**src/rtl/psram_arbiter.sv**
```systemverilog
// Two-port arbiter/sequencer for async-mode 16-bit PSRAM (V read-only, H read/write), registered pins.
// Optional starvation guard for port H: define PSRAM_ARB_STARVE_GUARD_EN.
module psram_arbiter #(
   parameter int ADDR_W        = 23,
   parameter int ACCESS_CYCLES = 4,
   parameter int STARVE_LIMIT  = 8
) (
   input  logic              clk,
   input  logic              reset,
   input  logic              v_req,
   input  logic [ADDR_W-1:0] v_addr,
   output logic              v_ack,
   output logic [15:0]       v_rdata,
   input  logic              h_req,
   input  logic              h_we,
   input  logic [ADDR_W-1:0] h_addr,
   input  logic [15:0]       h_wdata,
   input  logic [1:0]        h_be,
   output logic              h_ack,
   output logic [15:0]       h_rdata,
   output logic [ADDR_W-1:0] MemAdr,
   input  logic [15:0]       mem_dq_i,
   output logic [15:0]       mem_dq_o,
   output logic              mem_dq_oe,
   output logic              MemOE,
   output logic              MemWR,
   output logic              RamCS,
   output logic              RamLB,
   output logic              RamUB,
   output logic              busy
);

   if (ACCESS_CYCLES < 1 || ACCESS_CYCLES > 15 || STARVE_LIMIT < 1 || STARVE_LIMIT > 15) begin : g_param_check
      $error("psram_arbiter: ACCESS_CYCLES and STARVE_LIMIT must be in 1..15");
   end

   typedef enum logic [1:0] {IDLE, SETUP, ACCESS, RECOVER} state_t;

   state_t            state, state_nxt;
   logic [3:0]        cnt, cnt_nxt;
   logic              sel_h, sel_h_nxt;
   logic              op_we, op_we_nxt;
   logic [ADDR_W-1:0] adr_nxt;
   logic [15:0]       dq_o_nxt, v_rdata_nxt, h_rdata_nxt;
   logic              dq_oe_nxt, oe_nxt, wr_nxt, cs_nxt, lb_nxt, ub_nxt;
   logic              v_ack_nxt, h_ack_nxt, busy_nxt;
   logic              grant_v, grant_h, starve_force;

`ifdef PSRAM_ARB_STARVE_GUARD_EN
   logic [3:0] starve_cnt, starve_nxt;

   assign starve_force = (starve_cnt >= 4'(STARVE_LIMIT));

   // Counts V grants that bypass a waiting H; any H grant or idle H clears it.
   always_comb begin
      starve_nxt = starve_cnt;
      if (state == IDLE) begin
         if (!h_req || grant_h)
            starve_nxt = 4'd0;
         else if (grant_v && starve_cnt != 4'hF)
            starve_nxt = starve_cnt + 4'd1;
      end
   end

   always_ff @(posedge clk) begin
      if (reset) starve_cnt <= 4'd0;
      else       starve_cnt <= starve_nxt;
   end
`else
   assign starve_force = 1'b0;
`endif

   assign grant_h = h_req && (!v_req || starve_force);
   assign grant_v = v_req && !grant_h;

   always_comb begin
      state_nxt   = state;
      cnt_nxt     = cnt;
      sel_h_nxt   = sel_h;
      op_we_nxt   = op_we;
      adr_nxt     = MemAdr;
      dq_o_nxt    = mem_dq_o;
      dq_oe_nxt   = mem_dq_oe;
      oe_nxt      = MemOE;
      wr_nxt      = MemWR;
      cs_nxt      = RamCS;
      lb_nxt      = RamLB;
      ub_nxt      = RamUB;
      v_ack_nxt   = 1'b0;
      h_ack_nxt   = 1'b0;
      v_rdata_nxt = v_rdata;
      h_rdata_nxt = h_rdata;
      busy_nxt    = busy;

      unique case (state)
         IDLE: begin
            busy_nxt = 1'b0;
            if (grant_v || grant_h) begin
               state_nxt = SETUP;
               busy_nxt  = 1'b1;
               sel_h_nxt = grant_h;
               op_we_nxt = grant_h && h_we;
               adr_nxt   = grant_h ? h_addr : v_addr;
               cs_nxt    = 1'b0;
               if (grant_h && h_we) begin
                  lb_nxt    = ~h_be[0];
                  ub_nxt    = ~h_be[1];
                  dq_o_nxt  = h_wdata;
                  dq_oe_nxt = 1'b1;
               end else begin
                  lb_nxt    = 1'b0;
                  ub_nxt    = 1'b0;
                  dq_oe_nxt = 1'b0;
               end
            end
         end
         SETUP: begin
            state_nxt = ACCESS;
            cnt_nxt   = 4'(ACCESS_CYCLES - 1);
            oe_nxt    = op_we;
            wr_nxt    = ~op_we;
         end
         ACCESS: begin
            if (cnt == 4'd0) begin
               // Read data is sampled while OE is still low, on the edge that releases the strobes.
               state_nxt = RECOVER;
               oe_nxt    = 1'b1;
               wr_nxt    = 1'b1;
               cs_nxt    = 1'b1;
               lb_nxt    = 1'b1;
               ub_nxt    = 1'b1;
               v_ack_nxt = ~sel_h;
               h_ack_nxt = sel_h;
               if (!op_we) begin
                  if (sel_h) h_rdata_nxt = mem_dq_i;
                  else       v_rdata_nxt = mem_dq_i;
               end
            end else begin
               cnt_nxt = cnt - 4'd1;
            end
         end
         RECOVER: begin
            state_nxt = IDLE;
            dq_oe_nxt = 1'b0;
            busy_nxt  = 1'b0;
         end
         default: state_nxt = IDLE;
      endcase
   end

   always_ff @(posedge clk) begin
      if (reset) begin
         state     <= IDLE;
         cnt       <= 4'd0;
         sel_h     <= 1'b0;
         op_we     <= 1'b0;
         MemAdr    <= '0;
         mem_dq_o  <= 16'h0000;
         mem_dq_oe <= 1'b0;
         MemOE     <= 1'b1;
         MemWR     <= 1'b1;
         RamCS     <= 1'b1;
         RamLB     <= 1'b1;
         RamUB     <= 1'b1;
         v_ack     <= 1'b0;
         h_ack     <= 1'b0;
         v_rdata   <= 16'h0000;
         h_rdata   <= 16'h0000;
         busy      <= 1'b0;
      end else begin
         state     <= state_nxt;
         cnt       <= cnt_nxt;
         sel_h     <= sel_h_nxt;
         op_we     <= op_we_nxt;
         MemAdr    <= adr_nxt;
         mem_dq_o  <= dq_o_nxt;
         mem_dq_oe <= dq_oe_nxt;
         MemOE     <= oe_nxt;
         MemWR     <= wr_nxt;
         RamCS     <= cs_nxt;
         RamLB     <= lb_nxt;
         RamUB     <= ub_nxt;
         v_ack     <= v_ack_nxt;
         h_ack     <= h_ack_nxt;
         v_rdata   <= v_rdata_nxt;
         h_rdata   <= h_rdata_nxt;
         busy      <= busy_nxt;
      end
   end

endmodule

```
**config.mk**
```make
export PLATFORM = sky130hd
export DESIGN_NAME = psram_arbiter
export DESIGN_NICKNAME = d
export VERILOG_FILES = /design/src/rtl/psram_arbiter.sv
export SDC_FILE = /design/constraint.sdc
export NUM_CORES = 1
export LEC_CHECK = 0
export CELL_PAD_IN_SITES_DETAIL_PLACEMENT = 1
export CELL_PAD_IN_SITES_GLOBAL_PLACEMENT = 2
export CORE_ASPECT_RATIO = 0.75
export CORE_MARGIN = 3
export CORE_UTILIZATION = 25
export CTS_CLUSTER_SIZE = 24
export DETAILED_ROUTE_END_ITERATION = 10
export GPL_TIMING_DRIVEN = 0
export HOLD_SLACK_MARGIN = 0.12
export PLACE_DENSITY_LB_ADDON = 0.1
export SYNTH_ARGS = -nofsm -noshare
export SYNTH_HDL_FRONTEND = slang
export SYNTH_SLANG_ARGS = --single-unit
```
**constraint.sdc**
```tcl
create_clock -name clk -period 4.2 [get_ports clk]
set_clock_uncertainty 0.1 [all_clocks]
set_input_delay 0.84 -clock clk [delete_from_list [all_inputs] [get_ports clk]]
set_output_delay 0.84 -clock clk [all_outputs]
set_load 0.02 [all_outputs]
```
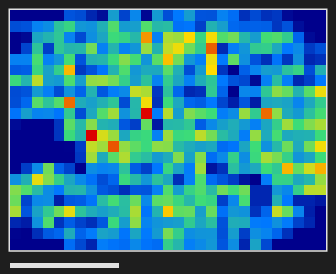
Fig. 1. Routed metal per tile (run 1).
Scale bar: 50 µm. 29 x 22 tiles, from dark blue (low) to red (high), scaled to the fullest tile. Values are wire area over tile area, all layers added.
nearly empty tiles: 9.1%
fullest tile: 0.35
mean over tiles: 0.12
tiles over half the peak: 20%
wire length reported by the detailed router: 11,900 µm
DR WL/cell: 15.6 µm
GRT Util Overall: 14.9%

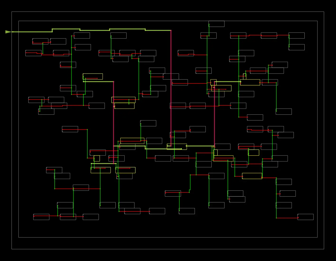
Fig. 2. Clock routing (run 1).
number of buffers created by CTS: 9
final sequential cell count: 88
Clk Latency, worst-skew pair: 0.33 ns
clock group total power: 872 µW

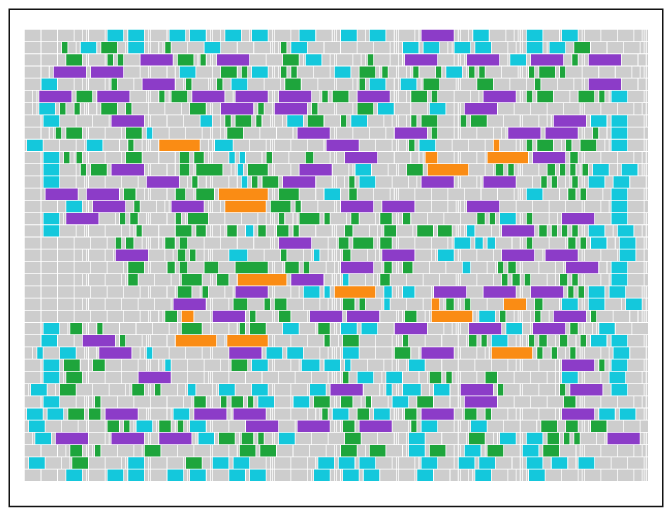
Fig. 3. Cell classes on the final placement (run 1).
Fill, decap, tap and diode cells in gray.
[orange] clock drivers and dummy loads | cells: 16
[green] remaining logic cells | cells: 273
[cyan] remaining buffers and delay cells | cells: 189
[purple] registers | cells: 88

==> out/notes.md, run 1 <==
## Cells and area
- **post-route core utilization** 41.6%
- **fin area** 5820 µm²
- **filler cell count in the final layout** 1,586
- **FF/Latch Area** 1760 µm²
- **logic area** 1700 µm²
- **post-layout net count** 652
- **diode count** 0
- **share of post-route cells with drive strength above 1** 5.83%

## Place
- **count of input and output buffers** 162
- **weighted congestion at the end of routability-driven global placement** 0.720
- **half-perimeter wire length of the detailed placement result** 9230 µm

## Critical path
- **r2r endpoint** v_rdata[8]
- **top fanout value on the critical path** 10
- **Worst Path Arrival** 2.44 ns
- **end of the critical path** MemAdr[6]
- **launch point of the critical path** v_req
- **worst setup path class** primary input to flop
- **r2r worst-path depth** 6
- **data required time of the critical path** 4.30 ns
- **CP endpoint kind** flop
- **reg-to-reg slack, setup** 2.21 ns
- **crit path launch type** primary input

## Route
- **first-pass detailed-route iteration total** 4
- **via total after detailed routing** 3,348
- **remaining antenna violation count after routing** 0
- **first-iteration detailed-routing DRC count** 108
- **# DRC** 0
- **vias per cell** 4.40

## Synthesis
- **top cells by count** dfxtp_1 (88), nand2_1 (87), mux2i_1 (60), nor2_1 (30), a211oi_1 (26)
- **synthesized cell area** 3630 µm²
- **share of the synthesized area in the top cell type** 48.5%
- **EDFF count, synth** 0
- **number of nets at floorplan** 479
- **total cells reported by yosys after synthesis** 388
- **async set-or-reset flop fraction in the synthesized netlist** 0%
- **library cell with the highest instance count after synthesis** dfxtp_1
- **summed standard-cell area reported by yosys** 3630 µm²
- **Post-Syn Instances** 388
- **register bit total from synthesis** 88
- **Syn Area/Cell** 9.36 µm²
- **Synth area leaders** dfxtp_1 (49%), mux2i_1 (17%), nand2_1 (9.0%), a211oi_1 (5.4%), nor2_1 (3.1%)
- **number of distinct library cells after synthesis** 35
- **Most used DFF post-synth** dfxtp_1
- **Warnings, synthesis** 0
- **sequential area share after synthesis** 48.5%

## Clock network
- **post-cts repair resize count** 0
- **number of buffers between clock root and the deepest sink** 2
- **total clock sinks** 88
- **CTS root buf** clkbuf_16
- **clk slew on worst S/H paths** 0.06 ns
- **clock tree from TritonCTS** yes
- **hold buffers post-CTS** 0

## Min path
- **worst min path class** flop to flop

## Die
- **initial standard-cell utilization of the core** 26.0%
- **total die size** 16,000 µm²
- **width of the chip** 145 µm
- **Core Box Area** 14,000 µm²
- **die height** 110 µm
- **Site Rows** 37
- **number of top-level pins** 165

## Run status
- **run status** finished clean

## Job
- **OpenROAD warning count** 30
- **max-cap check violation count** 0

## STA
- **post-route fraction of the period consumed by the critical path** 55.8%
- **RSZ-0062 raised after global routing** no
- **actual transition at the worst max-transition pin** 0.608 ns
- **normalized max-slew margin** 59.5%
- **worst slack on hold paths** 0.354 ns
- **endpoints failing setup** 0
- **shortest clock period the worst path allows after layout** 2.34 ns
- **Post-Route Setup TNS** 0 ns
- **Slew Limit Fails** 0

## Global route
- **initial antenna violation count** 0
- **largest net degree at the start of global routing** 15
- **wire length of the first global-routing pass** 18,800 µm
- **vias in the first global route** 3,527

## Pwr
- **total power of the final layout** 3180 µW
- **power density over the cells** 546 nW/µm²

==> run 1: cell usage in the layout (no fill, tap or decap), types with 7 or more instances in the layout <==
| master | count |
|---|---|
| clkdlybuf4s50_1 | 162 |
| dfxtp_1 | 88 |
| nand2_1 | 87 |
| mux2i_1 | 60 |
| nor2_1 | 30 |
| a211oi_1 | 26 |
| a21oi_1 | 21 |
| clkbuf_1 | 12 |
| clkbuf_16 | 9 |
| buf_2 | 7 |
==> run 1: area by class of cell <==
class,count,share of cell area [%]
inverters,6,0.387
flip-flops and latches,88,30.3
multi-input cells,267,29.2
clock buffers,11,4.17
well taps,195,4.19
clock inverters,5,1.38
plain buffers,27,2.54
repair buffers,162,27.9
==> run 1: logic make-up after synthesis <==
family	count (synthesis)	synth area share [%]
AOI/OAI and AO/OA	58	10.9
adders and majority gates	6	2.07
buffers and inverters	33	4.68
DFF	88	48.5
muxes	60	16.5
and+or+nand+nor	143	17.4
==> run 1: power breakdown <==
| group | total (µW) | switching (µW) | internal [µW] |
|---|---|---|---|
| clock | 872 | 335 | 537 |
| sequential | 1100 | 100 | 997 |
| combinational | 1210 | 652 | 557 |
==> run 1: metrics by stage <==
step           setup slack [ns]  cells
6_report                   1.86    761
2_1_floorplan              2.30    388
3_3_place_gp               1.52    745
3_5_place_dp               1.50    745
4_1_cts                    1.85    761
5_1_grt                    1.70    761
==> run 1: layer usage <==
metal	track usage, %	vias up	share of wire (%)
met2	23.8	82	45
met3	4.45	9	4.8
li1	-	1671	-
met5	0	-	0
met1	19.9	1586	49
met4	4.27	0	1.0
==> run 1: worst max-delay path, stage by stage <==
cell and delay (ns):
clkdlybuf4s50_1 0.62, o21a_1 0.18, buf_2 0.24, buf_1 0.42
a211oi_1 0.14
==> run 1: worst min-delay path by stage <==
stage	from	to	slack [ns]	depth (start not counted)
2_1_floorplan	state[1]	state[1]	0.37	2
3_3_place_gp	mem_dq_o[0]	mem_dq_o[0]	0.34	2
3_5_place_dp	mem_dq_o[9]	mem_dq_o[9]	0.35	2
4_1_cts	mem_dq_o[9]	mem_dq_o[9]	0.36	2
5_1_grt	mem_dq_o[9]	mem_dq_o[9]	0.38	2
6_report	mem_dq_o[9]	mem_dq_o[9]	0.35	2
==> run 1: registers in the layout, summed over array words and instances (netlist names) <==
signal / count
mem_dq_o: 16
mem_dq_oe: 1
h_rdata: 16
MemOE: 1
RamLB: 1
v_ack: 1
MemWR: 1
h_ack: 1
busy: 1
RamUB: 1
op_we: 1
sel_h: 1
cnt: 4
state: 2
MemAdr: 23
v_rdata: 16
RamCS: 1
==> run 2, diff against run 1 <==
--- a/config.mk
+++ b/config.mk
@@ -9,7 +9,7 @@
 export CELL_PAD_IN_SITES_GLOBAL_PLACEMENT = 2
 export CORE_ASPECT_RATIO = 0.75
 export CORE_MARGIN = 3
-export CORE_UTILIZATION = 25
+export CORE_UTILIZATION = 21
 export CTS_CLUSTER_SIZE = 24
 export DETAILED_ROUTE_END_ITERATION = 10
 export GPL_TIMING_DRIVEN = 0
==> constraint.sdc (replaced) <==
create_clock -name clk -period 2 [get_ports clk]
set_clock_uncertainty 0.1 [all_clocks]
set_input_delay 0.4 -clock clk [delete_from_list [all_inputs] [get_ports clk]]
set_output_delay 0.4 -clock clk [all_outputs]
set_load 0.02 [all_outputs]
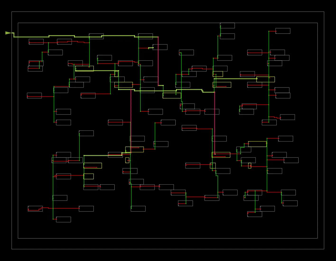
Fig. 4. Clock routing (run 2).
clock group total power: 1580 µW
total clock sinks: 88
number of clock buffer instances in the layout: 12
Clk Latency, worst-skew pair: 0.34 ns

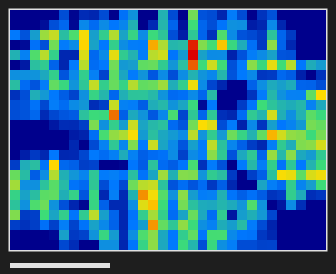
Fig. 5. Routed metal per tile (run 2).
Scale bar: 50 µm. 32 x 24 tiles, from dark blue (low) to red (high), scaled to the fullest tile. Values are wire area over tile area, all layers added.
nearly empty tiles: 14%
mean over tiles: 0.10
fullest tile: 0.35
tiles over half the peak: 16%

==> run 2 against run 1 <==
  * Worst hold slack got worse by 0.0048 ns
  * Design area fell by 0.11%
  * First-iteration DRC count fell by 0.93%
  * Area after synthesis did not move
  * Total power rose by 100%
  * Non-clock buffer count rose by 1
  * Highest routed layer unchanged
==> out/notes.md, run 2 <==
## Run status
- **run status** finished clean, unchanged

## Cells and area
- **fin area** 5810 µm², was 5820 µm²
- **post-route core utilization** 35.3%, was 41.6%
- **post-layout net count** 653, was 652
- **number of flip-flops under the largest register name** 23, unchanged
- **filler cell count in the final layout** 1,890, was 1,586
- **largest register by flop count** MemAdr, unchanged
- **most instantiated logic cell after routing** clkdlybuf4s50_1, unchanged
- **most frequently placed logic cells in the final layout** clkdlybuf4s50_1 (162), dfxtp_1 (88), nand2_1 (86), was clkdlybuf4s50_1 (162), dfxtp_1 (88), nand2_1 (87)
- **share of post-route cells with drive strength above 1** 6.71%, was 5.83%
- **final cell count without fillers** 776, was 761
- **diode count** 0, unchanged

## Synthesis
- **number of nets at floorplan** 479, unchanged
- **total cells reported by yosys after synthesis** 388, unchanged
- **Post-Syn Instances** 388, unchanged
- **EDFF count, synth** 0, unchanged
- **async set-or-reset flop fraction in the synthesized netlist** 0%, unchanged
- **Synth area leaders** dfxtp_1 (49%), mux2i_1 (17%), nand2_1 (9.0%), a211oi_1 (5.4%), nor2_1 (3.1%), unchanged
- **sequential area share after synthesis** 48.5%, unchanged
- **number of distinct library cells after synthesis** 35, unchanged
- **share of the synthesized area in the top cell type** 48.5%, unchanged
- **Warnings, synthesis** 0, unchanged
- **Syn Area/Cell** 9.36 µm², unchanged
- **summed standard-cell area reported by yosys** 3630 µm², unchanged
- **synthesized cell area** 3630 µm², unchanged
- **top cells by count** dfxtp_1 (88), nand2_1 (87), mux2i_1 (60), nor2_1 (30), a211oi_1 (26), unchanged
- **library cell with the highest instance count after synthesis** dfxtp_1, unchanged
- **register bit total from synthesis** 88, unchanged
- **Most used DFF post-synth** dfxtp_1, unchanged

## Pwr
- **switching component of the power** 2270 µW, was 1090 µW
- **internal power** 4190 µW, was 2090 µW
- **clock power share** 24.5%, was 27.4%
- **power density over the cells** 1110 nW/µm², was 546 nW/µm²
- **worst ir drop on vdd** 0.360 mV, was 0.243 mV
- **sequential power share** 35.7%, was 34.5%
- **switching fraction of total power** 35.1%, was 34.2%
- **combinational share of power** 39.8%, was 38.0%
- **total power of the final layout** 6460 µW, was 3180 µW

## Critical path
- **r2r worst-path depth** 6, unchanged
- **data required time of the critical path** 2.08 ns, was 4.30 ns
- **crit path launch type** flop, was primary input
- **critical path, cell by cell** inv_1 -> ha_1 -> or3b_1 -> buf_6 -> a211oi_4 -> o221ai_1, was clkdlybuf4s50_1 -> o21a_1 -> buf_2 -> buf_1 -> a211oi_1
- **critical path's slowest cell** or3b_1, was clkdlybuf4s50_1
- **cell family contributing the most delay on the critical path** AND-OR/OR-AND gates, was buffers and inverters
- **crit-path max cell delay** 0.37 ns, was 0.62 ns
- **top fanout value on the critical path** 8, was 10
- **CP endpoint kind** flop, unchanged
- **Worst Path Arrival** 1.97 ns, was 2.44 ns
- **worst setup path class** flop to flop, was primary input to flop
- **number of cells on the critical path** 6, was 5
- **crit path buf inv count** 2, was 3

## Route
- **first-iteration detailed-routing DRC count** 107, was 108
- **wire length reported by the detailed router** 12,300 µm, was 11,900 µm
- **DR WL/cell** 15.9 µm, was 15.6 µm
- **vias per cell** 4.33, was 4.40
- **first-pass detailed-route iteration total** 4, unchanged
- **remaining antenna violation count after routing** 0, unchanged
- **# DRC** 0, unchanged
- **via total after detailed routing** 3,360, was 3,348

## Die
- **number of top-level pins** 165, unchanged
- **width of the chip** 158 µm, was 145 µm
- **total die size** 18,900 µm², was 16,000 µm²
- **initial standard-cell utilization of the core** 22.1%, was 26.0%
- **Site Rows** 40, was 37
- **Core Box Area** 16,500 µm², was 14,000 µm²
- **die height** 120 µm, was 110 µm

## Job
- **max-cap check violation count** 0, unchanged
- **OpenROAD warning count** 30, unchanged

## Clock network
- **CTS root buf** clkbuf_16, unchanged
- **number of buffers created by CTS** 9, unchanged
- **clock tree from TritonCTS** yes, unchanged
- **number of buffers between clock root and the deepest sink** 2, unchanged
- **clk slew on worst S/H paths** 0.06 ns, about the same

## Place
- **placed cell count** 760, was 745
- **half-perimeter wire length of the detailed placement result** 9730 µm, was 9230 µm
- **count of input and output buffers** 162, unchanged
- **weighted congestion at the end of routability-driven global placement** 0.729, was 0.720
- **cell area after placement** 5520 µm², was 5500 µm²

## STA
- **Post-Route Setup TNS** 0 ns, unchanged
- **endpoints failing setup** 0, unchanged
- **RSZ-0062 raised after global routing** no, unchanged
- **shortest clock period the worst path allows after layout** 1.88 ns
- **number of hold violations in the final report** 0, unchanged
- **actual transition at the worst max-transition pin** 0.585 ns, was 0.608 ns
- **Slew Limit Fails** 0, unchanged
- **post-route fraction of the period consumed by the critical path** 94.2%
- **normalized max-slew margin** 61.0%, was 59.5%

## Global route
- **initial antenna violation count** 0, unchanged
- **wire length of the first global-routing pass** 19,500 µm, was 18,800 µm
- **largest net degree at the start of global routing** 14, was 15
- **GRT Util Overall** 13.1%, was 14.9%
- **vias in the first global route** 3,671, was 3,527

## Min path
- **worst min path class** primary input to flop, was flop to flop
- **Worst Hold Depth** 3, was 2

[run 2: cell types whose count changed in the layout (fill, tap and decap cells not counted), sizes merged]
cell      delta
clkbuf       +3
bufinv       -2
buf          -1
clkinv       +1
clkinvlp     -1
[run 2: routing by layer]
metal	vias to the layer above	wire (µm)	global-route usage [%]	share of wire [%]
met1	1584	5910	17.6	48
li1	1679	-	-	-
met3	10	724	4.36	5.9
met4	0	156	3.31	1.3
met2	87	5550	20.3	45
met5	-	0	0	0
[run 2: cells by family (layout without fill, tap and decap cells)]
group,after synthesis,after routing,share of synthesized area [%]
AND-OR/OR-AND,58,58,10.9
adder cells (fa/ha/maj),6,6,2.07
buffers and inverters,33,211,4.68
flip-flops,88,88,48.5
multiplexers,60,60,16.5
AND/OR/NAND/NOR,143,143,17.4
[run 2: power by group through the flow]
stage	Clock (µW)	Combinational [µW]	Sequential, µW
6_report	1580	2570	2300
3_5_place_dp	0	2590	2350
5_1_grt	1720	2830	2360
3_3_place_gp	0	2560	2330
2_1_floorplan	0	1140	2660
4_1_cts	1660	2610	2310
[run 2: cell type report]
class | instances | area [µm²] | area share (%)
plain buffers | 27 | 154 | 2.65
clock buffers | 12 | 256 | 4.41
clock inverters | 3 | 17.5 | 0.301
inverters | 6 | 22.5 | 0.387
multi-input cells | 267 | 1710 | 29.4
flip-flops and latches | 88 | 1760 | 30.3
well taps | 210 | 263 | 4.52
repair buffers | 163 | 1630 | 28.0
[run 2: worst paths after layout]
path	start	end	slack, ns
worst max-delay path	cnt[0]	RamCS	0.12
worst max register to register	cnt[0]	RamCS	0.12
worst min register to register	mem_dq_o[11]	mem_dq_o[11]	0.36
worst min-delay path	h_req	sel_h	0.35
[run 2: metrics by stage]
| step | worst slack (ns) | hold slack (ns) |
|---|---|---|
| 2_1_floorplan | 0.303 | 0.368 |
| 3_3_place_gp | -0.255 | 0.341 |
| 3_5_place_dp | -0.269 | 0.352 |
| 4_1_cts | 0.0192 | 0.325 |
| 5_1_grt | 0.00258 | 0.347 |
| 6_report | 0.115 | 0.349 |
[run 2: worst register-to-register path, cell delays in order (launching register included)]
cell and delay (ns):
dfxtp_1 0.34, inv_1 0.09, ha_1 0.21, or3b_1 0.37, buf_6 0.15, a211oi_4 0.32, o221ai_1 0.17
[run 2: timing repair]
item | in CTS | in global routing
hold buffers | 0 | 0
cloned | 0 | 0
pin swaps | 1 | 0
setup endpoints to repair | 10 | 34
setup buffers | 1 | 0
gates resized | 0 | 6
Power and IR drop assume default switching activity.
